### I/O nets highlighted, run 1

(3 px per micron)
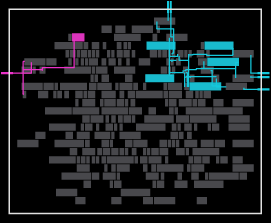
### Cell placement, run 1

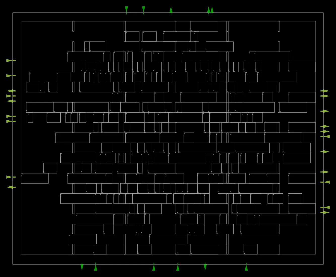
### Cell classes on the final placement, run 1

(4 px per micron)
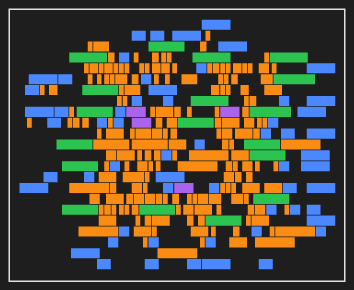
--- config.mk ---
export PLATFORM = sky130hd
export DESIGN_NAME = logic_reduce_acc
export DESIGN_NICKNAME = d
export VERILOG_FILES = /design/src/rtl/logic_reduce_acc_pkg.sv /design/src/rtl/logic_op_alu.sv /design/src/rtl/logic_reduce_acc.sv
export SDC_FILE = /design/constraint.sdc
export NUM_CORES = 1
export LEC_CHECK = 0
export ABC_AREA = 1
export CORE_ASPECT_RATIO = 0.8
export CORE_MARGIN = 2
export CORE_UTILIZATION = 30
export CTS_CLUSTER_SIZE = 14
export DETAILED_ROUTE_END_ITERATION = 10
export PLACE_DENSITY = 0.6
export SYNTH_ARGS = -nofsm -noshare
export SYNTH_HDL_FRONTEND = slang
export SYNTH_SLANG_ARGS = --single-unit
--- constraint.sdc ---
create_clock -name clk -period 1.6 [get_ports clk]
set_input_delay 0.32 -clock clk [delete_from_list [all_inputs] [get_ports clk]]
set_output_delay 0.32 -clock clk [all_outputs]
set_load 0.1 [all_outputs]
--- src/rtl/logic_reduce_acc_pkg.sv ---
`default_nettype none
// ============================================================================
// Module      : logic_reduce_acc_pkg
// Description : Shared operation and FSM state encodings for logic_reduce_acc.
// Revision    : 1.0 - initial release
// ============================================================================
package logic_reduce_acc_pkg;

  typedef enum logic [1:0] {
    OP_AND  = 2'b00,
    OP_OR   = 2'b01,
    OP_XOR  = 2'b10,
    OP_NAND = 2'b11
  } op_e;

  typedef enum logic [1:0] {
    ST_IDLE = 2'b00,
    ST_ACC  = 2'b01,
    ST_HOLD = 2'b10
  } state_e;

endpackage
`default_nettype wire

--- src/rtl/logic_op_alu.sv ---
`default_nettype none
// ============================================================================
// Module      : logic_op_alu
// Description : Combinational bitwise AND/OR/XOR/NAND of two words.
// Revision    : 1.0 - initial release
// ============================================================================
module logic_op_alu
  import logic_reduce_acc_pkg::*;
#(
  parameter int WIDTH = 8
) (
  input  logic [WIDTH-1:0] a,
  input  logic [WIDTH-1:0] b,
  input  op_e              op,
  output logic [WIDTH-1:0] y
);

  always_comb begin
    y = '0;
    case (op)
      OP_AND:  y = a & b;
      OP_OR:   y = a | b;
      OP_XOR:  y = a ^ b;
      OP_NAND: y = ~(a & b);
      default: y = '0;
    endcase
  end

endmodule
`default_nettype wire

--- src/rtl/logic_reduce_acc.sv ---
`default_nettype none
// ============================================================================
// Module      : logic_reduce_acc
// Description : Streams packet beats into a bitwise reduction and presents
//               the result with a beat count and truncation flag.
// Revision    : 1.0 - initial release
// ============================================================================
module logic_reduce_acc
  import logic_reduce_acc_pkg::*;
#(
  parameter  int WIDTH     = 8,
  parameter  int MAX_BEATS = 16,
  localparam int CNT_W     = $clog2(MAX_BEATS + 1)
) (
  input  logic             clk,
  input  logic             rst_n,
  input  logic [1:0]       op,
  input  logic             in_valid,
  output logic             in_ready,
  input  logic [WIDTH-1:0] in_data,
  input  logic             in_last,
  output logic             out_valid,
  input  logic             out_ready,
  output logic [WIDTH-1:0] out_data,
  output logic [CNT_W-1:0] out_count,
  output logic             out_trunc
);

  localparam bit       SINGLE_BEAT = (MAX_BEATS == 1);
  localparam logic [CNT_W-1:0] MAX_CNT = CNT_W'(MAX_BEATS);

  state_e           state_q;
  logic [WIDTH-1:0] acc_q;
  op_e              op_q;
  logic [CNT_W-1:0] count_q;
  logic             trunc_q;

  op_e              alu_op;
  logic [WIDTH-1:0] alu_y;
  logic [CNT_W-1:0] cnt_inc;

  // NAND packets accumulate as AND; the inversion is applied only at the output.
  assign alu_op  = (op_q == OP_NAND) ? OP_AND : op_q;
  assign cnt_inc = count_q + CNT_W'(1);

  logic_op_alu #(
    .WIDTH (WIDTH)
  ) u_alu (
    .a  (acc_q),
    .b  (in_data),
    .op (alu_op),
    .y  (alu_y)
  );

  always_ff @(posedge clk or negedge rst_n) begin
    if (!rst_n) begin
      state_q <= ST_IDLE;
      acc_q   <= '0;
      op_q    <= OP_AND;
      count_q <= '0;
      trunc_q <= 1'b0;
    end else begin
      case (state_q)
        ST_IDLE: begin
          if (in_valid) begin
            acc_q   <= in_data;
            op_q    <= op_e'(op);
            count_q <= CNT_W'(1);
            trunc_q <= SINGLE_BEAT && !in_last;
            state_q <= (in_last || SINGLE_BEAT) ? ST_HOLD : ST_ACC;
          end
        end
        ST_ACC: begin
          if (in_valid) begin
            acc_q   <= alu_y;
            count_q <= cnt_inc;
            if (in_last) begin
              trunc_q <= 1'b0;
              state_q <= ST_HOLD;
            end else if (cnt_inc == MAX_CNT) begin
              trunc_q <= 1'b1;
              state_q <= ST_HOLD;
            end
          end
        end
        ST_HOLD: begin
          if (out_ready) begin
            trunc_q <= 1'b0;
            state_q <= ST_IDLE;
          end
        end
        default: state_q <= ST_IDLE;
      endcase
    end
  end

  assign in_ready  = (state_q != ST_HOLD);
  assign out_valid = (state_q == ST_HOLD);
  assign out_data  = (op_q == OP_NAND) ? ~acc_q : acc_q;
  assign out_count = count_q;
  assign out_trunc = trunc_q;

endmodule
`default_nettype wire
==> flow_summary_export.csv, run 1 <==
group,metric,value,unit
status,status,"finished, violations left",
status,violations,"setup timing",
setup_path,setup.worst_path.start,"op_q[1]",
clock_network,htreeDepth,1,
placement,place_ws,-0.1258,ns
final_layout,syn_to_final_growth,66.61,%
sta,tns,-0.6880,ns
final_layout,drive_gt1_share,32.94,%
setup_path,crit_required,1.28,ns
setup_path,setup.worst_path.end_class,"output pin",
placement,port_buffers,30,
sta,finalHoldViolCount,0,
sta,setup_ws,-0.09651,ns
yosys,yosys.area_share.aoi,19.54,%
yosys,netlist_area,0.001518,sq mm
grt,grt_use_total,14.34,%
yosys,synth_top_cell_by_count,"inv_1",
floorplan,ios,31,
placement,globalplace.congestion,0.8069,
sta,rsz0062_at_grt,"yes",
sta,maxSlewViolCount,0,
clock_network,clock_latency,0.26,ns
yosys,largest_area_cell,"dfrtp_1",
setup_path,crit_slowest_cell,"dfrtp_1",
yosys,synthAdderAreaFrac,17.31,%
setup_path,arrival,1.38,ns
final_layout,final_cells,317,
yosys,ys_seq_share,29.68,%
sta,setup-violations-final,8,
sta,period_minus_slack,1.697,ns
yosys,ys_top_cells_by_area,"dfrtp_1 30%, ha_1 17%, inv_1 8.4%",
placement,dp_cells,311,
clock_network,clock-root-buffer,"clkbuf_8",
Back to the opening pictures, 'I/O nets highlighted':
Magenta marks out_valid, bits 1, direction output, edge west, end cells 1, buffers 1, wire 49.0 microns. Cyan marks out_count, bits 5, direction output, edge 3 east, 2 north, end cells 5, buffers 6, wire 167 microns.

Back to the opening pictures, 'Cell placement':
Tapcell Cnt: 62
Placement Rows: 23

Back to the opening pictures, 'Cell classes on the final placement':
Orange marks combinational and other logic, cells 175, share of their area 50%. Blue marks other buffers and delay cells, cells 58, share of their area 28%. Purple marks clock drivers and dummy loads, cells 4, share of their area 2.2%. Green marks flops, cells 18, share of their area 19%.

## run 1: sequential cells by signal, indices dropped and copies added, names as in the netlist
signal,flops
op_q,2
out_trunc,1
state_q,2
out_count,5
acc_q,8
## run 1: layout make-up
type                            instances  area [sq um]  share of cell area (%)
Sequential cell                        18         462.9                   18.31
Tap cell                               62         77.57                   3.068
Timing Repair Buffer                   58         695.7                   27.51
Clock buffer                            4         55.05                   2.177
Inverter                               41         153.9                   6.086
Multi-Input combinational cell        134          1084                   42.85
## run 1: timing repair
item / in CTS / in global routing
buffers inserted: 2 / 0
endpoints found under the setup margin: 8 / 18
resized: 2 / 10
gates cloned: 0 / 0
pin swaps: 1 / 2
## run 1: metal layers
metal / global-route usage, % / wire, microns
met4: 5.444 / 44
met2: 23.19 / 1621
met1: 18.97 / 1751
met5: 0 / 0
met3: 3.301 / 206
==> run 1 -> run 2 <==
- CTS_CLUSTER_SIZE: 14 -> 16
- DONT_BUFFER_PORTS: not set -> 1
- PLACE_DENSITY: 0.6 -> 0.53
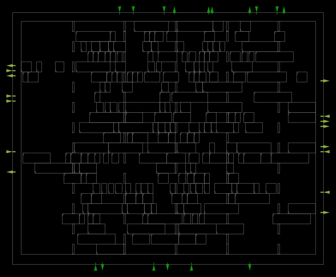
*Cell placement, run 2*
flop count: 18
non-filler cells, final: 286
final core occ: 43.43%
FILL cells: 493
sequential share of cell area: 21.48%

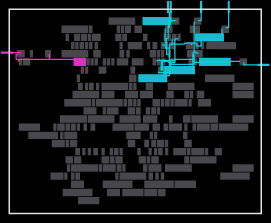
*I/O nets highlighted, run 2*
(3 px per micron)
Magenta marks out_valid, bits 1, direction output, edge west, end cells 1, buffers 1, wire 27.7 microns. Cyan marks out_count, bits 5, direction output, edge 4 north, 1 east, end cells 5, buffers 5, wire 175 microns.

==> run 2 against run 1 <==
Compared with the run above:
- the flow still finishes with violations (setup timing)
- setup slack worse by 0.0052 ns
- flip-flop count did not move
- utilization decreased by 7.7 points
- routed wire length is 4.5% lower
- area after synthesis stayed put
- clock skew up 0.0033 ns
- die area unchanged
- count of clock-buffer cells in the layout unchanged
- global-route usage is 1.1 points lower
==> flow_summary_export.csv, run 2 <==
group,metric,value,unit
sta,setup_ws,-0.1018,ns
clock_network,clock_latency,0.26,ns
final_layout,buffers,27,
final_layout,sh_comb_area,49.83,%
placement,dp_cells,280,
grt,gr-usage-met3,2.934,%
sta,rsz0062_at_grt,"yes",
yosys,largest_area_cell,"dfrtp_1",
status,status,"finished, violations left",
clock_network,cts_resized,2,
grt,grt_use_total,13.28,%
sta,setup-violations-final,8,
sta,maxSlewViolCount,0,
final_layout,regMostFlops,"acc_q",
final_layout,inverters_excl_clock,41,
placement,place_ws,0.03680,ns
grt,grt.met1_usage,17.19,%
placement,port_buffers,0,
routing,wl_met1,1732,microns
status,violations,"setup timing",
final_layout,logic_area,0.001071,sq mm
routing,top_layer,"met4",
setup_path,arrival,1.38,ns
yosys,synth_top_cell_by_count,"inv_1",
final_layout,syn_to_final_growth,41.63,%
setup_path,crit_required,1.28,ns
final_layout,clkCellAreaFrac,2.561,%
yosys,synthAdderAreaFrac,17.31,%
floorplan,ios,31,
sta,period_minus_slack,1.702,ns
floorplan,taps,62,
final_layout,largest_reg_flops,8,
sta,finalHoldViolCount,0,
final_layout,drive_gt1_share,27.23,%
[run 2: cell counts after synthesis]
No cell type changed its count.
[run 2: worst min-delay path by stage]
stage	start	endpoint	slack (ns)	cells after the start
3_3_place_gp	rst_n	out_count[2]	0.02	0
2_1_floorplan	rst_n	acc_q[0]	0.02	0
3_5_place_dp	rst_n	out_count[4]	0.02	0
6_report	op[1]	op_q[1]	0.21	2
5_1_grt	op[1]	op_q[1]	0.22	2
4_1_cts	op[1]	op_q[1]	0.21	2
[run 2: critical path: cells and delay by family, from the launching register on]
family	cells	cell delay, ns
adders and majority gates	1	0.19
DFF	1	0.43
buffers and inverters	2	0.34
xor gates and xnor gates	1	0.15
==> run 2 -> run 3 <==
- RECOVER_POWER: not set -> 100
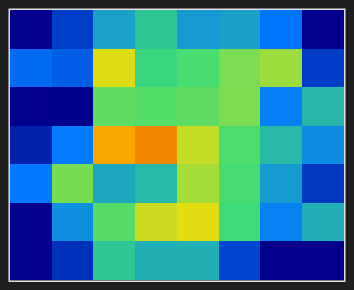
*Local utilization, run 3*
(4 px per micron) The die is cut into 8 by 7 equal tiles; dark blue is low, red is high, 0 to 100% covered.
14% of the tiles are nearly empty. The mean over all tiles is 36%. 3.6% of the tiles are over 75% full. The densest ninth of the die: centre.

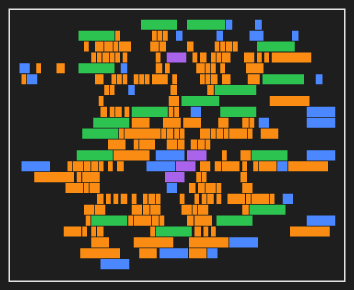
*Cell classes on the final placement, run 3*
(4 px per micron)
Purple marks clock drivers and dummy loads, cells 4, share of their area 2.7%. Blue marks other buffers and delay cells, cells 27, share of their area 15%. Green marks flops, cells 18, share of their area 23%. Orange marks combinational and other logic, cells 175, share of their area 59%.

==> run 3 against run 2 <==
Compared with the run above:
- the run still ends with setup timing left
- sequential share of layout area up 0.38 points
- register-to-register slack worse by 0.03 ns
- global-route usage unchanged
- count of clock-buffer cells in the layout unchanged
- cell area down 1.7%
- final cell count unchanged
- non-clock buffer count unchanged
- first-iteration DRC count down 16%
- critical path type unchanged
- largest cell class unchanged
- highest routed layer unchanged
==> flow_summary_export.csv, run 3 <==
group,metric,value,unit
final_layout,clkCellAreaFrac,2.607,%
final_layout,flops,18,
setup_path,arrival,1.38,ns
grt,gr-usage-met2,21.57,%
final_layout,sh_seq_area,21.86,%
final_layout,comb_cells,134,
sta,finalHoldViolCount,0,
yosys,largest_area_cell,"dfrtp_1",
placement,dp_cells,280,
clock_network,cts_resized,2,
setup_path,setup.worst_path.end_class,"output pin",
final_layout,final_cells,286,
hold_path,min_to,"op_q[0]",
clock_network,htreeDepth,1,
sta,period_minus_slack,1.703,ns
setup_path,setup.worst_path.start,"op_q[0]",
floorplan,taps,62,
final_layout,drive_gt1_share,25.00,%
status,violations,"setup timing",
yosys,ys_top_cells_by_area,"dfrtp_1 30%, ha_1 17%, inv_1 8.4%",
sta,setup_ws,-0.1025,ns
sta,setup-violations-final,8,
sta,rsz0062_at_grt,"yes",
hold_path,hold_depth,2,
grt,grt.met1_usage,17.19,%
setup_path,crit_slowest_cell,"dfrtp_1",
grt,grt-busiest-layer,"met2",
final_layout,largest_class,"multi-input combinational cells",
final_layout,nFillCells,497,
final_layout,fin_util,42.67,%
hold_path,min_from,"op[0]",
clock_network,clock_latency,0.27,ns
clock_network,clock-root-buffer,"clkbuf_8",
sta,maxSlewViolCount,0,
placement,place_ws,0.03680,ns
final_layout,regMostFlops,"acc_q",
grt,gr-usage-met3,2.934,%
setup_path,path_depth,4,
status,status,"finished, violations left",
run 3: cell counts after synthesis:
No cell type changed its count.
run 3: kinds of logic (layout without fill, tap and decap cells):
family / Yosys count / count (layout) / synth area share, %
AND-OR/OR-AND: 49 / 49 / 19.54
XOR/XNOR: 8 / 8 / 4.617
adder cells (fa/ha/maj): 21 / 21 / 17.31
buffers and inverters: 46 / 72 / 12.45
flip-flops: 18 / 18 / 29.68
AND/OR/NAND/NOR: 56 / 56 / 16.41
run 3: routing by layer:
metal | wire length, microns | vias up | share of wire, %
li1 | - | 698 | -
met1 | 1730 | 592 | 50
met2 | 1471 | 27 | 43
met3 | 189 | 5 | 5.5
met4 | 69 | 0 | 2.0
met5 | 0 | - | 0

==> gallery <==
M1 wires.
(6 px per micron) Supply wires on this layer in grey.
shot_01.png
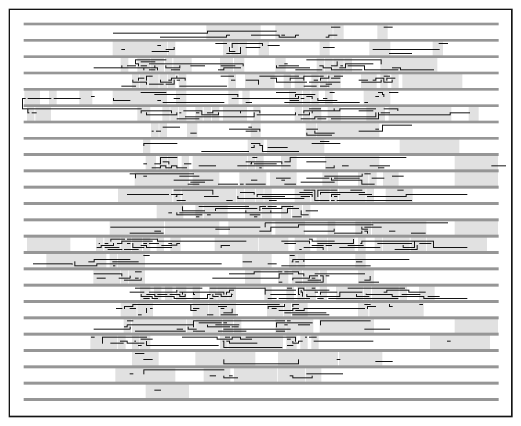
shot_02.png
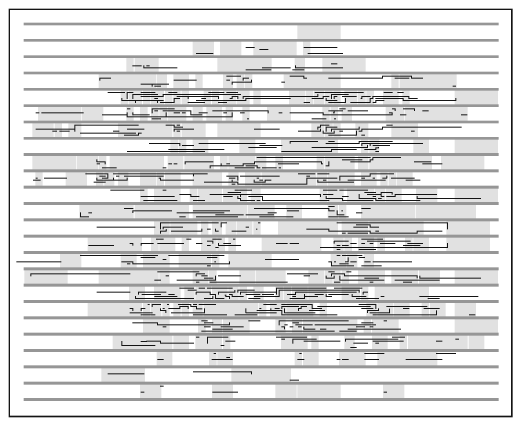
- shot_02.png = run 1
- shot_01.png = run 3

